==> src/rtl/cfg_chain_loader.sv <==
// Master end of the configuration shift chain: serialises host words onto the
// chain, then optionally recirculates it once and checks a ones-count signature.
module cfg_chain_loader #(
  parameter int CHAIN_LEN = 48,
  parameter int WORD_W    = 8,
  parameter int VERIFY    = 1
) (
  input  logic              prog_clk,
  input  logic              prog_rst_n,
  input  logic              start,
  input  logic              abort,
  input  logic [WORD_W-1:0] cfg_data,
  input  logic              cfg_valid,
  output logic              cfg_ready,
  output logic              chain_prog_in,
  output logic              chain_prog_en,
  input  logic              chain_prog_out,
  output logic              busy,
  output logic              done,
  output logic              error
);

  localparam int NWORDS    = (CHAIN_LEN + WORD_W - 1) / WORD_W;
  localparam int LAST_BITS = CHAIN_LEN - (NWORDS - 1) * WORD_W;
  localparam int ONES_W    = $clog2(CHAIN_LEN + 1);
  localparam int BIT_W     = $clog2(WORD_W + 1);
  localparam int WCNT_W    = $clog2(NWORDS + 1);

  localparam logic [BIT_W-1:0]  WORD_IDX  = BIT_W'(WORD_W - 1);
  localparam logic [BIT_W-1:0]  LAST_IDX  = BIT_W'(LAST_BITS - 1);
  localparam logic [WCNT_W-1:0] LAST_WORD = WCNT_W'(NWORDS - 1);
  localparam logic [ONES_W-1:0] VCNT_LAST = ONES_W'(CHAIN_LEN - 1);

  typedef enum logic [2:0] {
    S_IDLE,
    S_WAIT_WORD,
    S_SHIFT,
    S_VERIFY,
    S_DONE,
    S_ERROR
  } state_t;

  state_t              state_reg, state_next;
  logic [WORD_W-1:0]   shift_reg, shift_next;
  logic [BIT_W-1:0]    bit_cnt_reg, bit_cnt_next;
  logic [WCNT_W-1:0]   word_cnt_reg, word_cnt_next;
  logic [ONES_W-1:0]   sent_ones_reg, sent_ones_next;
  logic [ONES_W-1:0]   seen_ones_reg, seen_ones_next;
  logic [ONES_W-1:0]   verify_cnt_reg, verify_cnt_next;
  logic                cfg_ready_reg, cfg_ready_next;
  logic                prog_en_reg, prog_en_next;
  logic                busy_reg, busy_next;
  logic                recirc_reg, recirc_next;
  logic                done_reg, done_next;
  logic                error_reg, error_next;
  logic                last_word;
  logic                last_bit;

  always_ff @(posedge prog_clk or negedge prog_rst_n) begin
    if (!prog_rst_n) begin
      state_reg      <= S_IDLE;
      shift_reg      <= '0;
      bit_cnt_reg    <= '0;
      word_cnt_reg   <= '0;
      sent_ones_reg  <= '0;
      seen_ones_reg  <= '0;
      verify_cnt_reg <= '0;
      cfg_ready_reg  <= 1'b0;
      prog_en_reg    <= 1'b0;
      busy_reg       <= 1'b0;
      recirc_reg     <= 1'b0;
      done_reg       <= 1'b0;
      error_reg      <= 1'b0;
    end else begin
      state_reg      <= state_next;
      shift_reg      <= shift_next;
      bit_cnt_reg    <= bit_cnt_next;
      word_cnt_reg   <= word_cnt_next;
      sent_ones_reg  <= sent_ones_next;
      seen_ones_reg  <= seen_ones_next;
      verify_cnt_reg <= verify_cnt_next;
      cfg_ready_reg  <= cfg_ready_next;
      prog_en_reg    <= prog_en_next;
      busy_reg       <= busy_next;
      recirc_reg     <= recirc_next;
      done_reg       <= done_next;
      error_reg      <= error_next;
    end
  end

  always_comb begin
    state_next      = state_reg;
    shift_next      = shift_reg;
    bit_cnt_next    = bit_cnt_reg;
    word_cnt_next   = word_cnt_reg;
    sent_ones_next  = sent_ones_reg;
    seen_ones_next  = seen_ones_reg;
    verify_cnt_next = verify_cnt_reg;
    last_word       = (word_cnt_reg == LAST_WORD);
    last_bit        = (bit_cnt_reg == (last_word ? LAST_IDX : WORD_IDX));

    case (state_reg)
      S_IDLE, S_DONE, S_ERROR: begin
        if (start) begin
          state_next      = S_WAIT_WORD;
          bit_cnt_next    = '0;
          word_cnt_next   = '0;
          sent_ones_next  = '0;
          seen_ones_next  = '0;
          verify_cnt_next = '0;
        end
      end
      S_WAIT_WORD: begin
        if (cfg_valid && cfg_ready_reg) begin
          shift_next   = cfg_data;
          bit_cnt_next = '0;
          state_next   = S_SHIFT;
        end
      end
      S_SHIFT: begin
        sent_ones_next = sent_ones_reg + ONES_W'(shift_reg[0]);
        shift_next     = shift_reg >> 1;
        bit_cnt_next   = bit_cnt_reg + BIT_W'(1);
        if (last_bit) begin
          // Clearing the shift register keeps chain_prog_in low between words.
          shift_next      = '0;
          bit_cnt_next    = '0;
          word_cnt_next   = word_cnt_reg + WCNT_W'(1);
          verify_cnt_next = '0;
          if (last_word) begin
            state_next = (VERIFY != 0) ? S_VERIFY : S_DONE;
          end else begin
            state_next = S_WAIT_WORD;
          end
        end
      end
      S_VERIFY: begin
        seen_ones_next  = seen_ones_reg + ONES_W'(chain_prog_out);
        verify_cnt_next = verify_cnt_reg + ONES_W'(1);
        if (verify_cnt_reg == VCNT_LAST) begin
          state_next = (seen_ones_next == sent_ones_reg) ? S_DONE : S_ERROR;
        end
      end
      default: state_next = S_IDLE;
    endcase

    if (abort) begin
      state_next      = S_IDLE;
      shift_next      = '0;
      bit_cnt_next    = '0;
      word_cnt_next   = '0;
      verify_cnt_next = '0;
    end

    // Outputs are decoded from the next state so they leave flops directly.
    cfg_ready_next = (state_next == S_WAIT_WORD);
    prog_en_next   = (state_next == S_SHIFT) || (state_next == S_VERIFY);
    busy_next      = (state_next == S_WAIT_WORD) || (state_next == S_SHIFT) ||
                     (state_next == S_VERIFY);
    recirc_next    = (state_next == S_VERIFY);
    done_next      = (state_next == S_DONE);
    error_next     = (state_next == S_ERROR);
  end

  assign cfg_ready     = cfg_ready_reg;
  assign chain_prog_en = prog_en_reg;
  assign chain_prog_in = recirc_reg ? chain_prog_out : shift_reg[0];
  assign busy          = busy_reg;
  assign done          = done_reg;
  assign error         = error_reg;

endmodule

==> config.mk <==
export PLATFORM = sky130hd
export DESIGN_NAME = cfg_chain_loader
export DESIGN_NICKNAME = d
export VERILOG_FILES = /design/src/rtl/cfg_chain_loader.sv
export SDC_FILE = /design/constraint.sdc
export NUM_CORES = 1
export LEC_CHECK = 0
export CAP_MARGIN = 0
export CELL_PAD_IN_SITES_DETAIL_PLACEMENT = 1
export CELL_PAD_IN_SITES_GLOBAL_PLACEMENT = 2
export CORE_ASPECT_RATIO = 0.7
export CORE_MARGIN = 2
export CORE_UTILIZATION = 30
export CTS_CLUSTER_SIZE = 12
export DETAILED_ROUTE_END_ITERATION = 8
export GPL_ROUTABILITY_DRIVEN = 0
export PLACE_DENSITY_LB_ADDON = 0.1
export SYNTH_ARGS = -nofsm -noshare
export SYNTH_HDL_FRONTEND = slang
export SYNTH_SLANG_ARGS = --single-unit
==> constraint.sdc <==
create_clock -name prog_clk -period 5.3 [get_ports prog_clk]
set_clock_uncertainty 0.15 [all_clocks]
set_input_delay 0.795 -clock prog_clk [delete_from_list [all_inputs] [get_ports prog_clk]]
set_output_delay 0.795 -clock prog_clk [all_outputs]
set_load 0.02 [all_outputs]
==> run_1/final_congestion.png <==
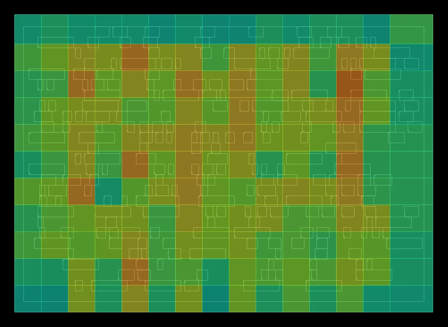
global-route usage over all layers: 15.17%
met1 GRT Util: 23.54%

==> run_1/met2.png <==
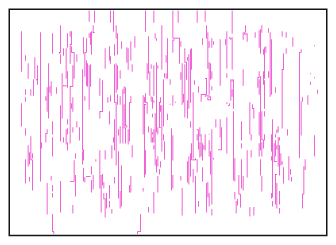
main direction: vertical
nets with wire on the layer: 219
longest straight run: 50.7 µm
final wirelength: 5553 µm
Via Count: 1710
met2 Use GR: 21.38%

==> metrics.csv, run 1 <==
metric;value;unit
TritonCTS Buffers;5;
CP startpoint;chain_prog_out;
asr flop ratio synth;100.0;%
#FFs+latches synth;42;
ao+oa area frac;19.59;%
Synthesis Warnings;0;
max reg flops;8;
setup TNS;0;ns
Setup CP Type;in2out;
total congestion overflow;0;
Die ar.;8236;µm²
Pwr top;registers;
clock sink total;42;
Crit path max-delay family;buffers and inverters;
VDD IR-drop max;0.09586;mV
main logic family after synthesis;AND-OR/OR-AND gates;
CP bufs+invs;2;
layout cells sized above 1;8.230;%
met3 wire length;191;µm
Worst-Margin Slew;1.078;ns
IO Port Bufs;19;
distinct lib cells;48;
clk slew on worst S/H paths;0.08;ns
period utilization;56.19;%
H-tree Lvls;2;
dpl cells;333;
Longest Clk Path Bufs;2;
row cnt;26;
hold path startpoint;word_cnt_reg[2];
syn_area_per_cell;10.07;µm²
Routed wire per std cell;16.28;µm
commonest cells in the netlist;42 x dfrtp_1, 26 x nor2_1, 17 x o21ai_0;
Max Cap Violations;0;
area reported by Yosys stat;2255;µm²
post-route minimum period;2.978;ns
Int Pwr;498.2;µW
antenna-violating nets left;0;
most frequent logic cells in the routed design;42 x dfrtp_1, 26 x nor2_1, 18 x clkdlybuf4s50_1;
met3 Use GR;3.080;%
Fillers;852;
Detailed Routing Iterations Pass 1;4;
number of setup buffers added after CTS;0;
Worst Setup EP;chain_prog_in;
Top Layer Used;met4;
Worst Path Arrival;2.03;ns
CP peak stage delay;0.53;ns
Rel. slew slack;28.13;%
type of origin of the critical path;input pin;
CTS tree;built;
met2 WL;2274;µm
1st-iter DRT viols;89;
Pleak;0.001149;µW
biggest area consumer among synthesized cells;dfrtp_1;
combinational power share;11.3;%
top cells, area;dfrtp_1 47%, ha_1 4.4%, nor2_1 4.3%;
Area leader share;46.61;%
crit path max fanout;2;
hold path endpoint;word_cnt_reg[2];
WHS Path Cells;1;
initial antenna violation count;0;
clock root buffer master;clkbuf_8;
Comb. pwr;75.4;µW
Mux area share;1.887;%
Synth Area in Simple Gates;18.26;%
Layout Nets;264;
reg2reg end;shift_reg[6];
Post-Synthesis Net Count;246;
register area share after synthesis;46.61;%
Seq pwr share;50.6;%
die x size;107.6;µm
cell mode on critical path;clkdlybuf4s50_1;
first-pass GRT wire length;9673;µm
Fmax achieved;0.3358;GHz
M1 wire length;3047;µm
multi-input combinational cell area;1136;µm²
Critical Path Sink Type;output port;
Detailed Place HPWL;4014;µm
vias per inst;5.015;
Die Span Y;76.53;µm
synthesized area;2255;µm²
switching power;167.4;µW
Switching Share;25.15;%
CP max-delay cell;clkdlybuf4s50_1;
gr busiest metal;met1;
number of diodes;0;
# Cells Yosys;224;
fin cells;341;
cell depth of the worst flop-to-flop path;4;
core area;7287;µm²
Cells after Synth;224;
Post-synth EDFFs;0;
largest net degree at the start of global routing;43;
# setup viols final;0;
Area Overhead vs Synth;16.48;%
status;completed;
DRC Markers;0;
worst skew pair latency;0.29;ns
WP data required;4.36;ns
Crit. path cell count;3;
Slew Limit Fails;0;
PostCTS Resize Cnt;0;
tool warnings;27;
==> run_1/registers.png <==
Scale bar: 20 µm.
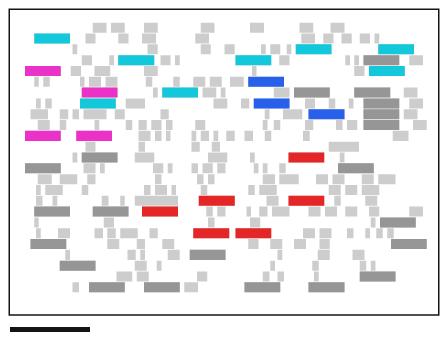
legend:
  state_reg:
    colour: blue
    flops: 3
  sent_ones_reg:
    colour: red
    flops: 6
  shift_reg:
    colour: cyan
    flops: 8
  bit_cnt_reg:
    colour: magenta
    flops: 4
not coloured: 21
fin util: 36.04%
Register Area: 1051 µm²
Flop+latch power: 337 µW
Seq/total area: 40.02%

[run 1: per-stage QoR]
stage | total power (µW) | setup slack (ns) | hold slack (ns) | util, % | area, µm²
global placement | 420.2 | 2.315 | 0.3405 | 34.55 | 2517
finish | 665.6 | 2.322 | 0.3585 | 36.04 | 2626
CTS | 679.1 | 2.303 | 0.3651 | 36.04 | 2626
detailed placement | 420.3 | 2.311 | 0.3419 | 34.55 | 2517
floorplan | 385.2 | 2.988 | 0.3190 | - | 2255
global route | 706.1 | 2.272 | 0.3806 | 36.04 | 2626
[run 1: final cells by class]
class                   instances  share of cell area [%]
clock buffers                   5                   2.620
inverters                       4                  0.5717
well taps                      98                   4.669
clock inverters                 3                   1.525
repair buffers                 20                   7.337
multi-input cells             169                   43.26
flip-flops and latches         42                   40.02
==> run_1/met1.png <==
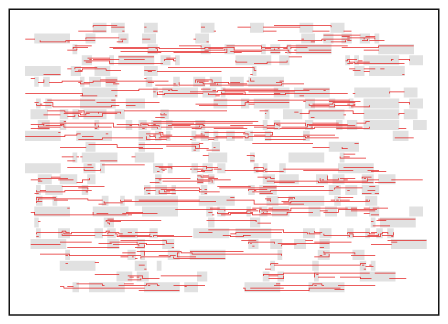

==> inputs of run 2 (changes only) <==
Clock period 5.3 ns to 3.1 ns, I/O delays scaled along.
==> run_2/met1.png <==
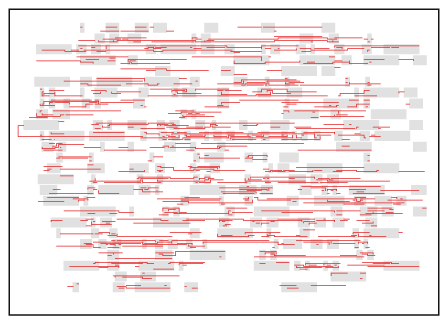
share of all routed wire: 56%
wire length on this layer: 3090 µm
main direction: horizontal
nets with wire on the layer: 243
longest straight run: 37.3 µm
met1 GRT Util: 22.99%
final wirelength: 5533 µm
Via Count: 1717

==> metrics.csv, run 2 <==
metric;value;unit
Crit. path cell count;8;
die x size;107.6;µm
post-route minimum period;2.380;ns
Detailed Routing Iterations Pass 1;4;
Fillers;842;
CP peak stage delay;0.48;ns
CTS tree;built;
PnR worst setup slack;0.7199;ns
# Taps;98;
Design Area, Final;2616;µm²
CP startpoint;chain_prog_out;
clock network share of area;3.491;%
Layout Nets;265;
synthesized area;2255;µm²
Rel. slew slack;34.04;%
WP data required;3.11;ns
clkbuf count;7;
type of origin of the critical path;input pin;
clk slew on worst S/H paths;0.08;ns
Synth Flop Type;dfrtp_1;
Detailed Place HPWL;3993;µm
flip-flops;42;
H-tree Lvls;2;
met3 wire length;111;µm
Non-Clock Inverter Count;4;
commonest cells in the netlist;42 x dfrtp_1, 26 x nor2_1, 17 x o21ai_0;
antenna-violating nets left;0;
# setup viols final;0;
Post-Synthesis Net Count;246;
Slew Limit Fails;0;
Fmax achieved;0.4202;GHz
buffer share of cell area;7.652;%
layout cells sized above 1;8.197;%
I/O pin total;20;
reg2reg end;verify_cnt_reg[0];
Die ar.;8236;µm²
#FFs+latches synth;42;
total congestion overflow;0;
vias per inst;5.020;
M1 wire length;3091;µm
setup TNS;0;ns
Comb/total area;43.42;%
asr flop ratio synth;100.0;%
1st-iter DRT viols;39;
TritonCTS Buffers;5;
fin util;35.90;%
comb_multi_in;169;
area reported by Yosys stat;2255;µm²
crit-path cells;clkdlybuf4s50_1 > ha_1 > ha_1 > xor2_1 > xnor2_1 > nand4b_1 > o31ai_4 > a21oi_1;
number of setup buffers added after CTS;0;
CP max-delay cell;clkdlybuf4s50_1;
Worst-Margin Slew;0.9895;ns
Register Area;1051;µm²
Setup CP Type;in2reg;
gr busiest metal;met1;
initial antenna violation count;0;
Synthesis Warnings;0;
FP Util;30.94;%
PostCTS Resize Cnt;0;
tool warnings;27;
first-pass GRT wire length;9522;µm
cell depth of the worst flop-to-flop path;6;
worst skew pair latency;0.29;ns
clock root buffer master;clkbuf_8;
Top Layer Used;met4;
max reg flops;8;
global-route usage over all layers;14.64;%
Pleak;0.001145;µW
WHS;0.1908;ns
met2 Use GR;20.75;%
Worst Path Arrival;2.39;ns
Cells after Synth;224;
VDD IR-drop max;0.1721;mV
number of diodes;0;
top cells, area;dfrtp_1 47%, ha_1 4.4%, nor2_1 4.3%;
dpl cells;334;
PwrDens;408.6;nW/µm²
# Cells Yosys;224;
register area share after synthesis;46.61;%
multi-input combinational cell area;1136;µm²
Longest Clk Path Bufs;2;
biggest area consumer among synthesized cells;dfrtp_1;
Routed wire per std cell;16.18;µm
DRC Markers;0;
period utilization;76.78;%
largest net degree at the start of global routing;43;
Worst Setup EP;busy;
Design Power;1069;µW
cell mode on critical path;ha_1;
Critical Path Sink Type;register;
buffers outside the clock class;21;
syn_area_per_cell;10.07;µm²
Reg2Reg Setup Slack;0.92;ns
status;completed;
Max Cap Violations;0;
met2 WL;2305;µm
RSZ-0062 raised after global routing;false;
most frequent logic cells in the routed design;42 x dfrtp_1, 26 x nor2_1, 18 x clkdlybuf4s50_1;
crit path max fanout;6;
Crit path max-delay family;buffers and inverters;
clock sink total;42;
CP bufs+invs;1;
DP Area;2525;µm²
Die Span Y;76.53;µm
Post-synth EDFFs;0;
Area Overhead vs Synth;16.04;%
Area leader share;46.61;%
setup slack at placement;0.4134;ns
fin cells;342;
row cnt;26;
core area;7287;µm²
Seq/total area;40.17;%
IO Port Bufs;19;
distinct lib cells;48;
worst r2r src;bit_cnt_reg[0];
top cell category;multi-input combinational cells;
==> run_2/met3.png <==
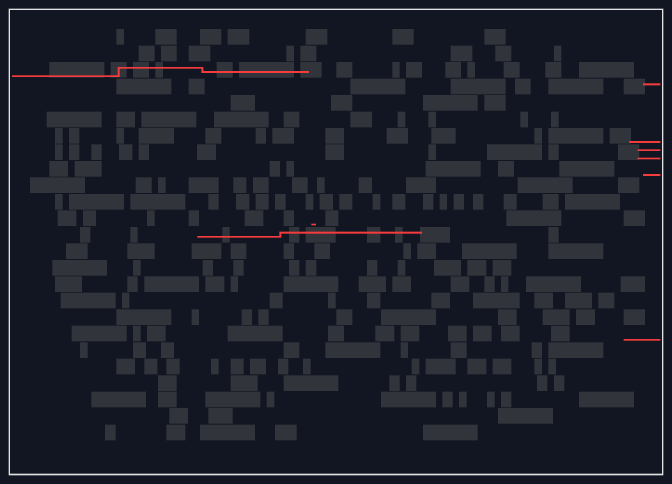
share of all routed wire: 2.0%
main direction: horizontal
wire length on this layer: 111 µm
met3 Use GR: 3.080%

==> run 2: logic make-up after synthesis <==
family                   Yosys count  synth area share (%)
adder cells (fa/ha/maj)            8                 4.440
flip-flops                        42                 46.61
multiplexers                       4                 1.887
AND/OR/NAND/NOR                   78                 18.26
buffers and inverters             13                 2.996
AND-OR/OR-AND                     63                 19.59
XOR/XNOR                          16                 6.216
==> run 2: worst register-to-register path: stages (launching register included) <==
cell and delay, ns:
dfrtp_1 0.40, ha_1 0.28, and3b_1 0.32, a31oi_1 0.13, o21ai_2 0.38, nor2_1 0.14, mux2_2 0.28
==> run 2: power by group <==
| group | internal (µW) | switching [µW] | leakage, µW |
|---|---|---|---|
| Clock | 180 | 184 | 0.0000482 |
| Sequential | 561 | 15.0 | 0.000581 |
| Combinational | 54.2 | 74.5 | 0.000516 |
==> run_2/registers.png <==
Scale bar: 20 µm.
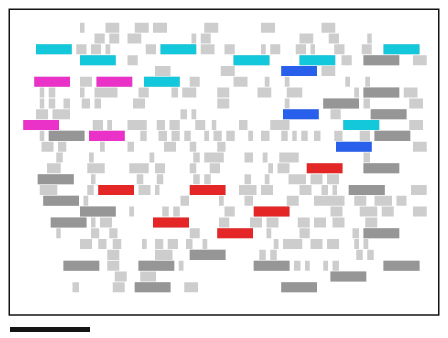

==> inputs of run 3 (changes only) <==
Clock period 3.1 ns to 1.91 ns, I/O delays scaled along.
==> run_3/registers.png <==
Scale bar: 20 µm.
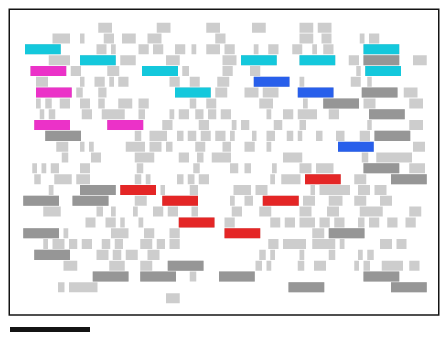
legend:
  sent_ones_reg:
    colour: red
    flops: 6
  bit_cnt_reg:
    colour: magenta
    flops: 4
  shift_reg:
    colour: cyan
    flops: 8
  state_reg:
    colour: blue
    flops: 3
not coloured: 21

==> metrics.csv, run 3 <==
metric;value;unit
M1 wire length;3263;µm
Pleak;0.001340;µW
IO Port Bufs;19;
Worst Setup EP;done;
Layout Nets;301;
asr flop ratio synth;100.0;%
tool warnings;29;
CP startpoint;seen_ones_reg[0];
DRC Markers;0;
Die ar.;8236;µm²
Max Cap Violations;0;
met2 Use GR;22.01;%
clock root buffer master;clkbuf_8;
setup slack at placement;-0.4811;ns
core area;7287;µm²
reg2reg end;done;
status;complete, but fails checks;
# Cells Yosys;224;
Die Span Y;76.53;µm
Top Layer Used;met4;
worst r2r src;seen_ones_reg[0];
Routed wire per std cell;15.61;µm
max reg flops;8;
layout cells sized above 1;23.57;%
Register Area;1051;µm²
global-route usage over all layers;15.62;%
# setup viols final;6;
PnR worst setup slack;-0.05893;ns
Cells after Synth;224;
Post-Synthesis Net Count;246;
failing checks;negative setup slack;
Longest Clk Path Bufs;2;
syn_area_per_cell;10.07;µm²
met3 wire length;147;µm
die x size;107.6;µm
Setup CP Type;reg2reg;
#FFs+latches synth;42;
1st-iter DRT viols;65;
number of setup buffers added after CTS;0;
register area share after synthesis;46.61;%
PostCTS Resize Cnt;9;
commonest cells in the netlist;42 x dfrtp_1, 26 x nor2_1, 17 x o21ai_0;
Design Power;1787;µW
setup TNS;-0.2554;ns
combinational power share;14.6;%
Switching Share;25.72;%
gr busiest metal;met1;
WHS;0.3430;ns
biggest area consumer among synthesized cells;dfrtp_1;
Flop+latch power;931;µW
Critical Path Sink Type;register;
Slew Limit Fails;0;
FP Util;30.94;%
Pwr top;registers;
Clock Power;594;µW
Synth Flop Type;dfrtp_1;
worst skew pair latency;0.29;ns
I/O pin total;20;
DP Area;2785;µm²
WP data required;1.99;ns
synthesized area;2255;µm²
Rel. slew slack;72.52;%
PwrDens;602.8;nW/µm²
met2 WL;2452;µm
antenna-violating nets left;0;
Comb. pwr;261;µW
Area leader share;46.61;%
cell depth of the worst flop-to-flop path;7;
RSZ-0062 raised after global routing;true;
VDD IR-drop max;0.2379;mV
Worst Path Arrival;2.05;ns
fin cells;378;
Detailed Routing Iterations Pass 1;4;
distinct lib cells;48;
initial antenna violation count;0;
Area Overhead vs Synth;31.46;%
clk slew on worst S/H paths;0.08;ns
dpl cells;367;
Int Pwr;1327;µW
Reg2Reg Setup Slack;-0.06;ns
fin util;40.68;%
number of diodes;0;
switching power;459.5;µW
multi-input combinational cell area;1201;µm²
Worst-Margin Slew;0.4106;ns
clock power share;33.3;%
Post-synth EDFFs;0;
crit path max fanout;6;
CTS tree;built;
largest net degree at the start of global routing;43;
Design Area, Final;2964;µm²
met1 GRT Util;24.33;%
==> run_3/met3.png <==
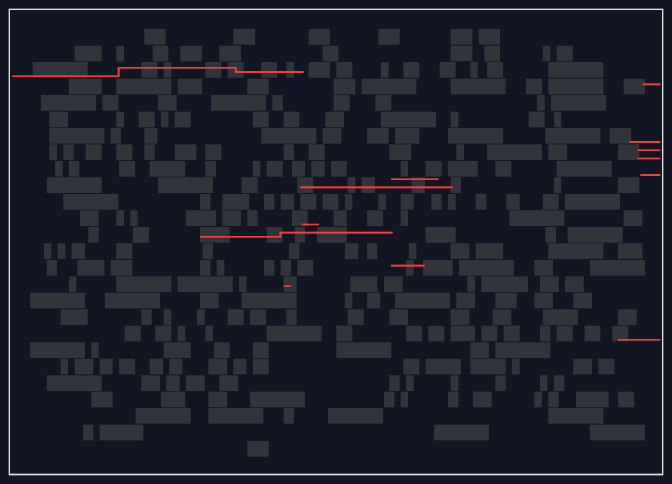
wire length on this layer: 147 µm
longest straight run: 24.8 µm
main direction: horizontal
nets with wire on the layer: 10
Via Count: 1853
met3 Use GR: 3.336%
final wirelength: 5902 µm

==> run 3: critical path, stage by stage, from the launching register on <==
cell	delay (ns)
dfrtp_1	0.39
ha_2	0.21
ha_4	0.18
xor2_2	0.14
xnor2_1	0.13
nand4b_1	0.16
o31ai_4	0.38
and2b_1	0.17
==> run 3: cells by family after synthesis <==
group,synth area share [%]
and+or+nand+nor,18.26
AOI/OAI and AO/OA,19.59
DFF,46.61
xor gates and xnor gates,6.216
buffers and inverters,2.996
adders and majority gates,4.440
muxes,1.887
==> run 3: area by class of cell <==
cell class | instances | area share (%)
inverter | 4 | 0.5065
timing repair buffer | 57 | 16.29
clock inverter | 1 | 0.1688
multi-input combinational | 169 | 40.52
clock buffer | 7 | 2.913
tap | 98 | 4.137
sequential | 42 | 35.46
No activity file was given, so power comes from the tool's default toggle rates.
